$ cat config.mk
export PLATFORM = sky130hd
export DESIGN_NAME = ramdisk_xfer_seq_flat
export DESIGN_NICKNAME = d
export VERILOG_FILES = /design/src/rtl/ramdisk_xfer_seq_if.sv /design/src/rtl/ramdisk_xfer_seq.sv /design/src/flat_wrapper.sv
export SDC_FILE = /design/constraint.sdc
export NUM_CORES = 1
export LEC_CHECK = 0
export CAP_MARGIN = 5
export CORE_UTILIZATION = 45
export DETAILED_ROUTE_END_ITERATION = 16
export HOLD_SLACK_MARGIN = 0.1
export PLACE_DENSITY = 0.65
export SYNTH_ARGS = -nofsm -noshare
export SYNTH_HDL_FRONTEND = slang
export SYNTH_SLANG_ARGS = --single-unit
$ cat constraint.sdc
create_clock -name C7M -period 4.7 [get_ports C7M]
set_input_delay 0.705 -clock C7M [delete_from_list [all_inputs] [get_ports C7M]]
set_output_delay 0.705 -clock C7M [all_outputs]
set_load 0.02 [all_outputs]
$ cat src/rtl/ramdisk_xfer_seq_if.sv
// SRAM-side bus of the RAM-disk block-copy engine.
// The engine is master; the SRAM address/data mux is slave.
interface ramdisk_xfer_seq_if #(
    parameter int AW = 20
);
    logic [7:0]    XD_in;
    logic [AW-1:0] XA;
    logic [7:0]    XD_out;
    logic          XOE;
    logic          nXCS;
    logic          nXWE;

    modport master (
        input  XD_in,
        output XA, XD_out, XOE, nXCS, nXWE
    );

    modport slave (
        output XD_in,
        input  XA, XD_out, XOE, nXCS, nXWE
    );
endinterface

$ cat src/rtl/ramdisk_xfer_seq.sv
// RAM-disk block-copy engine; owns the SRAM only in PHI1 (S2-S3).
// Optional: define XFER_IRQ_EN for the nIRQ completion interrupt.
module ramdisk_xfer_seq #(
    parameter int AW = 20,
    parameter int CW = 16
) (
    input  logic       C7M,
    input  logic       nRES,
    input  logic [2:0] S,
    input  logic       RegWr,
    input  logic [2:0] RegSel,
    input  logic [7:0] RegDin,
    output logic [7:0] RegDout,
    input  logic       Abort,
    ramdisk_xfer_seq_if.master xb,
    output logic       Busy,
    output logic       Done,
    output logic       Aborted
`ifdef XFER_IRQ_EN
    ,
    output logic       nIRQ
`endif
);

    typedef enum logic [2:0] {IDLE, WAIT, RD, WR, ADV} st_e;

    st_e           state_q, state_d;
    logic [AW-1:0] src_q, src_d, dst_q, dst_d, xa_q, xa_d;
    logic [CW-1:0] cnt_q, cnt_d;
    logic [7:0]    xdo_q, xdo_d, rdo_q, rdo_d;
    logic          pend_q, pend_d, done_q, done_d, abrt_q, abrt_d;
    logic          busy_q, busy_d, xoe_q, xoe_d, ncs_q, ncs_d, nwe_q, nwe_d;
    logic          abort_now;
    logic [23:0]   s24, d24;
`ifdef XFER_IRQ_EN
    logic          irqen_q, irqen_d, nirq_q, nirq_d;
`endif

    always_comb begin
        state_d   = state_q;
        src_d     = src_q;
        dst_d     = dst_q;
        cnt_d     = cnt_q;
        xdo_d     = xdo_q;
        pend_d    = pend_q;
        done_d    = done_q;
        abrt_d    = abrt_q;
        abort_now = Abort | pend_q;
`ifdef XFER_IRQ_EN
        irqen_d   = irqen_q;
`endif
        unique case (state_q)
            IDLE: begin
                pend_d = 1'b0;
                if (RegWr) begin
                    unique case (RegSel)
                        3'd0: src_d[7:0]     = RegDin;
                        3'd1: src_d[15:8]    = RegDin;
                        3'd2: begin
                            src_d[AW-1:16] = RegDin[AW-17:0];
`ifdef XFER_IRQ_EN
                            irqen_d        = RegDin[7];
`endif
                        end
                        3'd3: dst_d[7:0]     = RegDin;
                        3'd4: dst_d[15:8]    = RegDin;
                        3'd5: dst_d[AW-1:16] = RegDin[AW-17:0];
                        3'd6: cnt_d[7:0]     = RegDin;
                        3'd7: begin
                            cnt_d[CW-1:8] = RegDin[CW-9:0];
                            abrt_d        = 1'b0;
                            // A zero count completes at once, never touching SRAM
                            done_d        = (cnt_d == '0);
                            if (cnt_d != '0) state_d = WAIT;
                        end
                    endcase
                end
            end
            WAIT, RD: begin
                if (abort_now) begin
                    state_d = IDLE;
                    pend_d  = 1'b0;
                    done_d  = 1'b1;
                    abrt_d  = 1'b1;
                end else if (state_q == WAIT) begin
                    if (S == 3'd1) state_d = RD;
                end else if (S == 3'd2) begin
                    xdo_d   = xb.XD_in;
                    state_d = WR;
                end else begin
                    state_d = WAIT;
                end
            end
            WR: begin
                pend_d  = abort_now;
                state_d = ADV;
            end
            ADV: begin
                src_d = src_q + AW'(1);
                dst_d = dst_q + AW'(1);
                cnt_d = cnt_q - CW'(1);
                if (cnt_q == CW'(1) || abort_now) begin
                    state_d = IDLE;
                    pend_d  = 1'b0;
                    done_d  = 1'b1;
                    abrt_d  = abort_now;
                end else begin
                    state_d = WAIT;
                end
            end
            default: state_d = IDLE;
        endcase
    end

    always_comb begin
        busy_d = (state_d != IDLE);
        xoe_d  = (state_d == RD) || (state_d == WR);
        ncs_d  = !xoe_d;
        nwe_d  = (state_d != WR);
        xa_d   = xa_q;
        if (state_d == RD) xa_d = src_d;
        if (state_d == WR) xa_d = dst_d;
        s24    = 24'(src_d);
        d24    = 24'(dst_d);
        rdo_d  = 8'h00;
        unique case (RegSel)
            3'd0: rdo_d = s24[7:0];
            3'd1: rdo_d = s24[15:8];
            3'd2: rdo_d = s24[23:16];
            3'd3: rdo_d = d24[7:0];
            3'd4: rdo_d = d24[15:8];
            3'd5: rdo_d = d24[23:16];
            3'd6: rdo_d = cnt_d[7:0];
            3'd7: rdo_d = cnt_d[15:8];
        endcase
`ifdef XFER_IRQ_EN
        if (RegSel == 3'd2) rdo_d[7] = irqen_d;
        nirq_d = !(done_d && irqen_d);
`endif
    end

    always_ff @(posedge C7M or negedge nRES) begin
        if (!nRES) begin
            state_q <= IDLE;
            src_q   <= '0;
            dst_q   <= '0;
            cnt_q   <= '0;
            xa_q    <= '0;
            xdo_q   <= '0;
            rdo_q   <= '0;
            pend_q  <= 1'b0;
            done_q  <= 1'b0;
            abrt_q  <= 1'b0;
            busy_q  <= 1'b0;
            xoe_q   <= 1'b0;
            ncs_q   <= 1'b1;
            nwe_q   <= 1'b1;
`ifdef XFER_IRQ_EN
            irqen_q <= 1'b0;
            nirq_q  <= 1'b1;
`endif
        end else begin
            state_q <= state_d;
            src_q   <= src_d;
            dst_q   <= dst_d;
            cnt_q   <= cnt_d;
            xa_q    <= xa_d;
            xdo_q   <= xdo_d;
            rdo_q   <= rdo_d;
            pend_q  <= pend_d;
            done_q  <= done_d;
            abrt_q  <= abrt_d;
            busy_q  <= busy_d;
            xoe_q   <= xoe_d;
            ncs_q   <= ncs_d;
            nwe_q   <= nwe_d;
`ifdef XFER_IRQ_EN
            irqen_q <= irqen_d;
            nirq_q  <= nirq_d;
`endif
        end
    end

    assign RegDout   = rdo_q;
    assign Busy      = busy_q;
    assign Done      = done_q;
    assign Aborted   = abrt_q;
    assign xb.XA     = xa_q;
    assign xb.XD_out = xdo_q;
    assign xb.XOE    = xoe_q;
    assign xb.nXCS   = ncs_q;
    assign xb.nXWE   = nwe_q;
`ifdef XFER_IRQ_EN
    assign nIRQ      = nirq_q;
`endif

endmodule

$ cat src/flat_wrapper.sv
// flat-port wrapper written by rule: the top's interface ports become plain ports
module ramdisk_xfer_seq_flat 
#(
    parameter int AW = 20,
    parameter int CW = 16
)
  (C7M, nRES, S, RegWr, RegSel, RegDin, RegDout, Abort, Busy, Done, Aborted, xb_XD_in, xb_XA, xb_XD_out, xb_XOE, xb_nXCS, xb_nXWE);
  ramdisk_xfer_seq_if #(.AW(AW)) xb_i ();
  input  logic C7M;
  input  logic nRES;
  input  logic [2:0] S;
  input  logic RegWr;
  input  logic [2:0] RegSel;
  input  logic [7:0] RegDin;
  output logic [7:0] RegDout;
  input  logic Abort;
  output logic Busy;
  output logic Done;
  output logic Aborted;
  input wire logic [$bits(xb_i.XD_in)-1:0] xb_XD_in;
  output wire logic [$bits(xb_i.XA)-1:0] xb_XA;
  output wire logic [$bits(xb_i.XD_out)-1:0] xb_XD_out;
  output wire logic [$bits(xb_i.XOE)-1:0] xb_XOE;
  output wire logic [$bits(xb_i.nXCS)-1:0] xb_nXCS;
  output wire logic [$bits(xb_i.nXWE)-1:0] xb_nXWE;
  assign xb_i.XD_in = xb_XD_in;
  assign xb_XA = xb_i.XA;
  assign xb_XD_out = xb_i.XD_out;
  assign xb_XOE = xb_i.XOE;
  assign xb_nXCS = xb_i.nXCS;
  assign xb_nXWE = xb_i.nXWE;
  ramdisk_xfer_seq #(.AW(AW), .CW(CW)) u_core (.C7M(C7M), .nRES(nRES), .S(S), .RegWr(RegWr), .RegSel(RegSel), .RegDin(RegDin), .RegDout(RegDout), .Abort(Abort), .xb(xb_i), .Busy(Busy), .Done(Done), .Aborted(Aborted));
endmodule
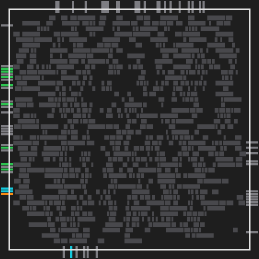
run_1/pins.png
Drawn at 2 px/micron. Pins as bars across the die edge, other pins in gray.
Key: green = `xb_XD_out` [pins 8, direction output, edge left]; orange = `Busy` [pins 1, direction output, edge left]; cyan = `S` [pins 3, direction input, edge 2 left, 1 bottom]

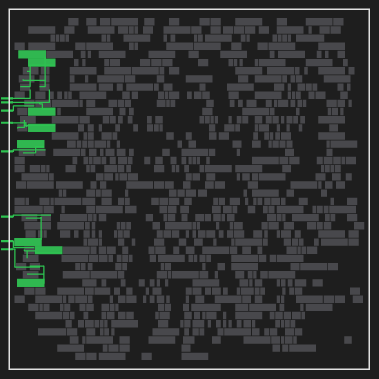
run_1/port_nets.png
Drawn at 3 px/micron.
Key: green = `xb_XD_out` [direction output, edge left, end cells 8, wire 212 microns]
I/O Buffers: 67
boundary pin count: 68

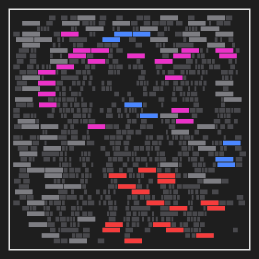
run_1/registers.png
Drawn at 2 px/micron. Other sequential cells in the stronger gray, the rest of the logic in the fainter gray.
Key: red = `u_core.cnt_q` [sequential cells 16]; magenta = `u_core.dst_q` [sequential cells 20]; blue = `u_core.RegDout` [sequential cells 8]

run 1: per-stage QoR:
stage	cell area, sq um	setup slack [ps]	hold WS (ps)
final	7320	1080	466
after floorplan	6220	2140	409
after CTS	7320	1200	491
after global placement	7040	829	469
after detailed placement	7040	836	473
after global routing	7320	935	519
run 1: logic make-up (layout without fill, tap and decap cells):
| family | after synthesis | count (layout) |
|---|---|---|
| AND/OR/NAND/NOR | 273 | 273 |
| AND-OR/OR-AND | 203 | 203 |
| flip-flops | 102 | 102 |
| buffers and inverters | 69 | 124 |
| multiplexers | 40 | 40 |
| adder cells (fa/ha/maj) | 5 | 5 |
| XOR/XNOR | 2 | 2 |
==> impl_metrics.json, run 1 <==
{
  "inverters": 23,
  "power_frac_seq": 0.429,
  "simple_gate_share": 0.228,
  "rsz0062_at_grt": "no",
  "power_frac_clock": 0.252,
  "path_depth": 8,
  "routedWlPerCell_microns": 23.5,
  "core_sq_um": 13300,
  "firstDrtPassIters": 7,
  "track_usage": 0.314,
  "p_int_mw": 1.81,
  "maxCapViolations": 0,
  "dominant_cells": "combinational gates",
  "synth_top_area_share": 0.403,
  "antennaDiodeCount": 0,
  "routed_via_density": 6.60,
  "grt.overflow.total": 0,
  "synth_cells": 694,
  "antenna_found_initial": 0,
  "wl_met1_microns": 9230,
  "drcViolationCount": 0,
  "synthTopCellsByArea": "dfrtp_1 (40%), mux2i_1 (5.0%), nand2_1 (4.5%)",
  "dieArea_sq_um": 14300,
  "power_leader": "sequential cells",
  "antenna_left": 0,
  "ctsResizeCount": 0,
  "synth-async-reset-ratio": 1.00,
  "yosys.area.top_type": "dfrtp_1",
  "outcome": "finished clean",
  "synthMuxAreaShare": 0.0711,
  "cts_tree": "done",
  "synth_cell_type_count": 74,
  "comb_share": 0.460,
  "top_usage_layer": "met2",
  "crit_chain": "clkdlybuf4s50_1, nor4bb_1, nand2_1, o211a_1, nor3_1, o22ai_1, a222oi_1, a21oi_1",
  "startpoint_type": "primary input",
  "power.density_nw_per_um2": 399,
  "ys_warn_count": 0,
  "setup_viol": 0,
  "adder_share": 0.00966,
  "power_clock_uw": 735,
  "edf_count": 0,
  "ys_area_sq_um": 6220,
  "cp_max_fo": 15,
  "cts_buffers": 9,
  "layout_top_cell": "dfrtp_1",
  "yosysMostFrequentCell": "dfrtp_1",
  "placed_cells": 909,
  "initCoreUtil": 0.466,
  "dr_wl_met3_microns": 1720,
  "final_nets": 774,
  "syn2layout_area_growth_pct": 17.8,
  "logic_gates": 523,
  "tool_warnings": 27,
  "logic_family": "AND-OR/OR-AND gates",
  "clock_latency_ps": 360,
  "utilization": 0.548,
  "yosys.area_share.aoi": 0.229,
  "worstRegToRegCells": 7,
  "grt_pass1_vias": 5715,
  "dieHeight_microns": 120,
  "maxClockFrequency_ghz": 0.276,
  "layout-drive-gt1-share": 0.0881,
  "drtIter0Drc": 592,
  "ctsHoldBuffers": 0,
  "layout.nonclk_buf_frac": 0.110,
  "finalPower_mw": 2.92,
  "clkTransAtPathRegs_ps": 70,
  "r2r-end": "u_core.RegDout[2]$_DFF_PN0_",
  "tap_cells": 176,
  "layout_top_cells": "dfrtp_1 (99), nand2_1 (74), clkdlybuf4s50_1 (66), nor2_1 (49), a21oi_1 (41)",
  "crit_arrival_ps": 3860,
  "critical_path.max_stage_delay_ps": 950,
  "use_met3": 0.0461,
  "synth-xor-area-share": 0.00282,
  "slew_viol_final": 0,
  "fp.dieW_microns": 120,
  "ff_count": 102,
  "cp_top_family": "simple AND/OR/NAND/NOR gates",
  "synth_area_per_cell_sq_um": 8.96,
  "finalCritPeriodShare": 0.770,
  "clock_cell_area_share": 0.0390,
  "clock_path_buffers": 2,
  "ff_latch_area_sq_um": 2560,
  "ys_cells": 694
}
run_1/metal_stack.png
Drawn at 3 px/micron.
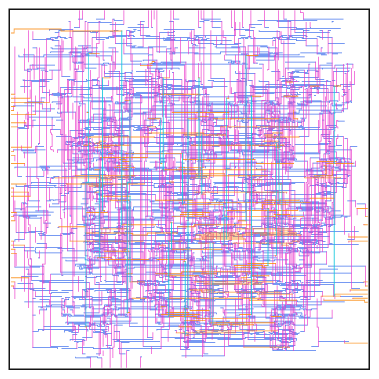

==> run 2: changes to the inputs <==
==> constraint.sdc (replaced) <==
create_clock -name C7M -period 3.65 [get_ports C7M]
set_input_delay 0.5475 -clock C7M [delete_from_list [all_inputs] [get_ports C7M]]
set_output_delay 0.5475 -clock C7M [all_outputs]
set_load 0.02 [all_outputs]
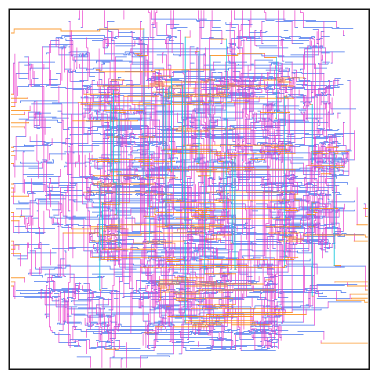
run_2/metal_stack.png
Drawn at 3 px/micron.
Key: cyan = met4 [wire length 886 microns]; orange = met3 [wire length 2,060 microns]; magenta = met2 [wire length 9,600 microns]; blue = met1 [wire length 9,020 microns]

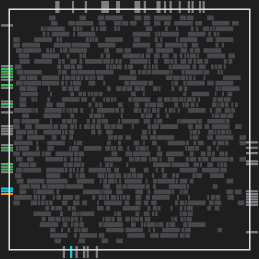
run_2/pins.png
Drawn at 2 px/micron. Pins as bars across the die edge, other pins in gray.
Key: orange = `Busy` [pins 1, direction output, edge left]; green = `xb_XD_out` [pins 8, direction output, edge left]; cyan = `S` [pins 3, direction input, edge 2 left, 1 bottom]
All pins by edge: 27 left, 23 top, 12 right, 6 bottom.

==> run 2 against run 1 <==
Against the previous run: hold slack lost 260 ps; via count grew 0.95%; critical endpoint unchanged; largest power group unchanged; setup slack lost 630 ps; register-to-register slack lost 990 ps; clock skew is essentially flat; die size is the same.
==> impl_metrics.json, run 2 <==
{
  "ys_warn_count": 0,
  "hold_class": "in2async",
  "routedWlPerCell_microns": 23.0,
  "comb_share": 0.452,
  "layout-drive-gt1-share": 0.101,
  "layout_top_cell": "dfrtp_1",
  "hold_slack_ps": 205,
  "ys_cells": 694,
  "grt.overflow.total": 0,
  "cts_buffers": 9,
  "ff_latch_area_sq_um": 2560,
  "clock_latency_ps": 360,
  "yosys.area.top_type": "dfrtp_1",
  "rsz0062_at_grt": "no",
  "synth-async-reset-ratio": 1.00,
  "path_buffers": 1,
  "yosysMostFrequentCell": "dfrtp_1",
  "drtIter0Drc": 628,
  "cts_tree": "done",
  "clock_path_buffers": 2,
  "synth_area_per_cell_sq_um": 8.96,
  "crit_arrival_ps": 3420,
  "crit_chain": "clkdlybuf4s50_1, nor4bb_1, nand2_1, o311a_1, a211oi_1, o22ai_1, a222oi_1, a21oi_1",
  "drcViolationCount": 0,
  "dieArea_sq_um": 14300,
  "ctsResizeCount": 0,
  "slew_viol_final": 0,
  "antenna_left": 0,
  "adder_share": 0.00966,
  "fp.dieW_microns": 120,
  "top_level_ports": 68,
  "vdd_drop_max_mv": 0.361,
  "final_nets": 786,
  "synth_top_area_share": 0.403,
  "yosys.area_share.aoi": 0.229,
  "cp_top_family": "AND-OR/OR-AND gates",
  "setup_viol": 0,
  "simple_gate_share": 0.228,
  "clkTransAtPathRegs_ps": 70,
  "ctsHoldBuffers": 0,
  "clock_cell_area_share": 0.0391,
  "tap_cells": 176,
  "top_usage_layer": "met2",
  "logic_gates": 523,
  "routed_via_density": 6.58,
  "tool_warnings": 27,
  "dominant_cells": "combinational gates",
  "antenna_found_initial": 0,
  "portBuffers": 67,
  "track_usage": 0.314,
  "use_met3": 0.0661,
  "r2r-end": "u_core.RegDout[3]$_DFF_PN0_",
  "initCoreUtil": 0.466,
  "synth-xor-area-share": 0.00282,
  "logic_family": "AND-OR/OR-AND gates",
  "layout.nonclk_buf_frac": 0.125,
  "power.density_nw_per_um2": 512,
  "synthTopCellsByArea": "dfrtp_1 (40%), mux2i_1 (5.0%), nand2_1 (4.5%)",
  "startpoint_type": "primary input",
  "ff_count": 102,
  "critical_path.max_stage_delay_ps": 700,
  "core_sq_um": 13300,
  "firstDrtPassIters": 6,
  "dieHeight_microns": 120,
  "syn2layout_area_growth_pct": 19.8,
  "maxClockFrequency_ghz": 0.313,
  "synth_cell_type_count": 74,
  "grt_pass1_vias": 5816,
  "outcome": "finished clean",
  "edf_count": 0
}
-- run 2: power breakdown --
group,leakage (nW),internal [mW],switching [mW]
clock network,0.134,0.530,0.450
logic,1.66,0.513,0.704
registers,1.25,1.36,0.256
-- run 2: metrics by stage --
| step | total power, mW | area, sq um | worst slack, ps | instances | utilization |
|---|---|---|---|---|---|
| final | 3.81 | 7450 | 452 | 937 | 0.558 |
| after global routing | 4.00 | 7450 | 321 | 937 | 0.558 |
| after CTS | 3.79 | 7450 | 581 | 937 | 0.558 |
| after detailed placement | 2.82 | 7160 | 216 | 921 | 0.536 |
| after global placement | 2.79 | 7160 | 289 | 921 | 0.536 |
| after floorplan | 2.28 | 6220 | 1190 | 694 | - |
==> run 3: changes to the inputs <==
--- a/config.mk
+++ b/config.mk
@@ -6,10 +6,12 @@
 export NUM_CORES = 1
 export LEC_CHECK = 0
 export CAP_MARGIN = 5
+export CORE_MARGIN = 2
 export CORE_UTILIZATION = 45
 export DETAILED_ROUTE_END_ITERATION = 16
 export HOLD_SLACK_MARGIN = 0.1
-export PLACE_DENSITY = 0.65
+export PLACE_DENSITY = 0.68
+export SETUP_SLACK_MARGIN = 0.02
 export SYNTH_ARGS = -nofsm -noshare
 export SYNTH_HDL_FRONTEND = slang
 export SYNTH_SLANG_ARGS = --single-unit
==> constraint.sdc (replaced) <==
create_clock -name C7M -period 2.75 [get_ports C7M]
set_input_delay 0.4125 -clock C7M [delete_from_list [all_inputs] [get_ports C7M]]
set_output_delay 0.4125 -clock C7M [all_outputs]
set_load 0.02 [all_outputs]
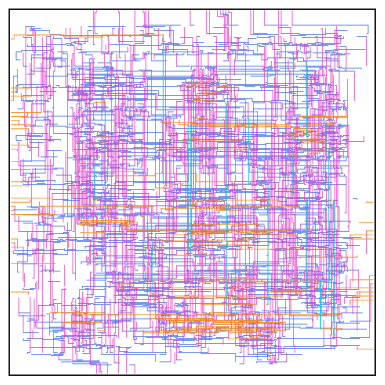
run_3/metal_stack.png
Drawn at 3 px/micron.
Key: orange = met3 [wire length 2,020 microns]; cyan = met4 [wire length 766 microns]; blue = met1 [wire length 9,580 microns]; magenta = met2 [wire length 10,300 microns]
WL per Instance: 22.3 microns
Post-Route WL: 22,700 microns
via count: 6,392
total track usage: 0.310

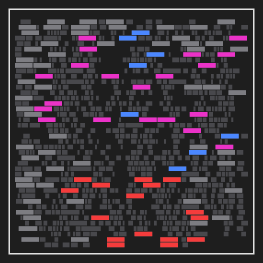
run_3/registers.png
Drawn at 2 px/micron. Other sequential cells in the stronger gray, the rest of the logic in the fainter gray.
Key: red = `u_core.cnt_q` [sequential cells 16]; magenta = `u_core.dst_q` [sequential cells 20]; blue = `u_core.RegDout` [sequential cells 8]
Seq power: 2.12 mW
sequential cell area: 2560 sq um
post-layout util: 0.608
Seq area share: 0.315

==> run 3 against run 2 <==
Against the previous run: sequential cell count did not move; global-route usage decreased by 0.31 points; sequential power grew 32%; area after synthesis unchanged; final area grew 9.0%; register-to-register slack worse by 370 ps; first-iteration DRC count increased by 0.96%; setup slack worse by 370 ps; hold slack worse by 140 ps; critical endpoint is now u_core.xb.XA[8]$_DFFE_PN0N_.
==> impl_metrics.json, run 3 <==
{
  "outcome": "finished clean",
  "maxCapViolations": 0,
  "critical_path.max_stage_delay_ps": 560,
  "grt_pass1_vias": 5969,
  "startpoint_type": "register",
  "top_usage_layer": "met2",
  "synth_area_per_cell_sq_um": 8.96,
  "worstRegToRegCells": 7,
  "cp_top_family": "simple AND/OR/NAND/NOR gates",
  "power_leader": "sequential cells",
  "crit_arrival_ps": 2900,
  "setup_viol": 0,
  "fp.dieW_microns": 122,
  "synthTopCellsByArea": "dfrtp_1 (40%), mux2i_1 (5.0%), nand2_1 (4.5%)",
  "wl_met1_microns": 9580,
  "r2r-end": "u_core.xb.XA[8]$_DFFE_PN0N_",
  "fin_cells": 1018,
  "dieArea_sq_um": 14800,
  "pre_cts_ws_ps": -180,
  "cts_buffers": 9,
  "top_level_ports": 68,
  "core_sq_um": 13300,
  "maxClockFrequency_ghz": 0.374,
  "ys_area_sq_um": 6220,
  "pwr-share-comb": 0.347,
  "synth_top_area_share": 0.403,
  "design_area_sq_um": 8120,
  "synth-async-reset-ratio": 1.00,
  "placed_area_sq_um": 7790,
  "power.density_nw_per_um2": 650,
  "grt.overflow.total": 0,
  "clkTransAtPathRegs_ps": 70,
  "rsz0062_at_grt": "yes",
  "layout-drive-gt1-share": 0.191,
  "layout_top_cell": "buf_4",
  "ys_warn_count": 0,
  "synth_cells": 694,
  "crit_chain": "or4_4, or4_4, o41ai_4, o221ai_4, buf_12, mux2i_1, o21ai_0",
  "clock_latency_ps": 360,
  "placed_cells": 1002,
  "cp_max_fo": 13,
  "drcViolationCount": 0,
  "final_nets": 867,
  "vdd_drop_max_mv": 0.371,
  "power.switching_mw": 1.93,
  "tool_warnings": 28,
  "drtIter0Drc": 634,
  "use_met3": 0.0632,
  "edf_count": 0,
  "yosysMostFrequentCell": "dfrtp_1",
  "power_frac_clock": 0.250,
  "finalPower_mw": 5.27,
  "path_depth": 7,
  "p_int_mw": 3.34,
  "dr_wl_met3_microns": 2020,
  "yosys.area.top_type": "dfrtp_1",
  "path_buffers": 1,
  "hold_class": "in2async",
  "power_clock_mw": 1.32,
  "routed_via_density": 6.28
}
-- run 3: cell type report --
type	count	area, sq um
multi-input cells	523	3390
well taps	176	220
fillers	1214	5230
inverters	23	86.3
clock buffers	10	229
flip-flops and latches	102	2560
clock inverters	6	70.1
repair buffers	178	1570
-- run 3: logic make-up (layout without fill, tap and decap cells) --
family	after synthesis	count (layout)	synth area share
mux	40	40	0.0711
simple gates	273	273	0.228
compound gates	203	203	0.229
xor+xnor	2	2	0.00282
flops	102	102	0.411
buf+inv	69	217	0.0481
fa+ha+maj	5	5	0.00966
-- run 3: repair_timing --
item | 4_1_cts | 5_1_grt
setup endpoints to repair | 0 | 18
hold buffers | 0 | 0
gates resized | 0 | 9
Power and IR drop assume default switching activity.
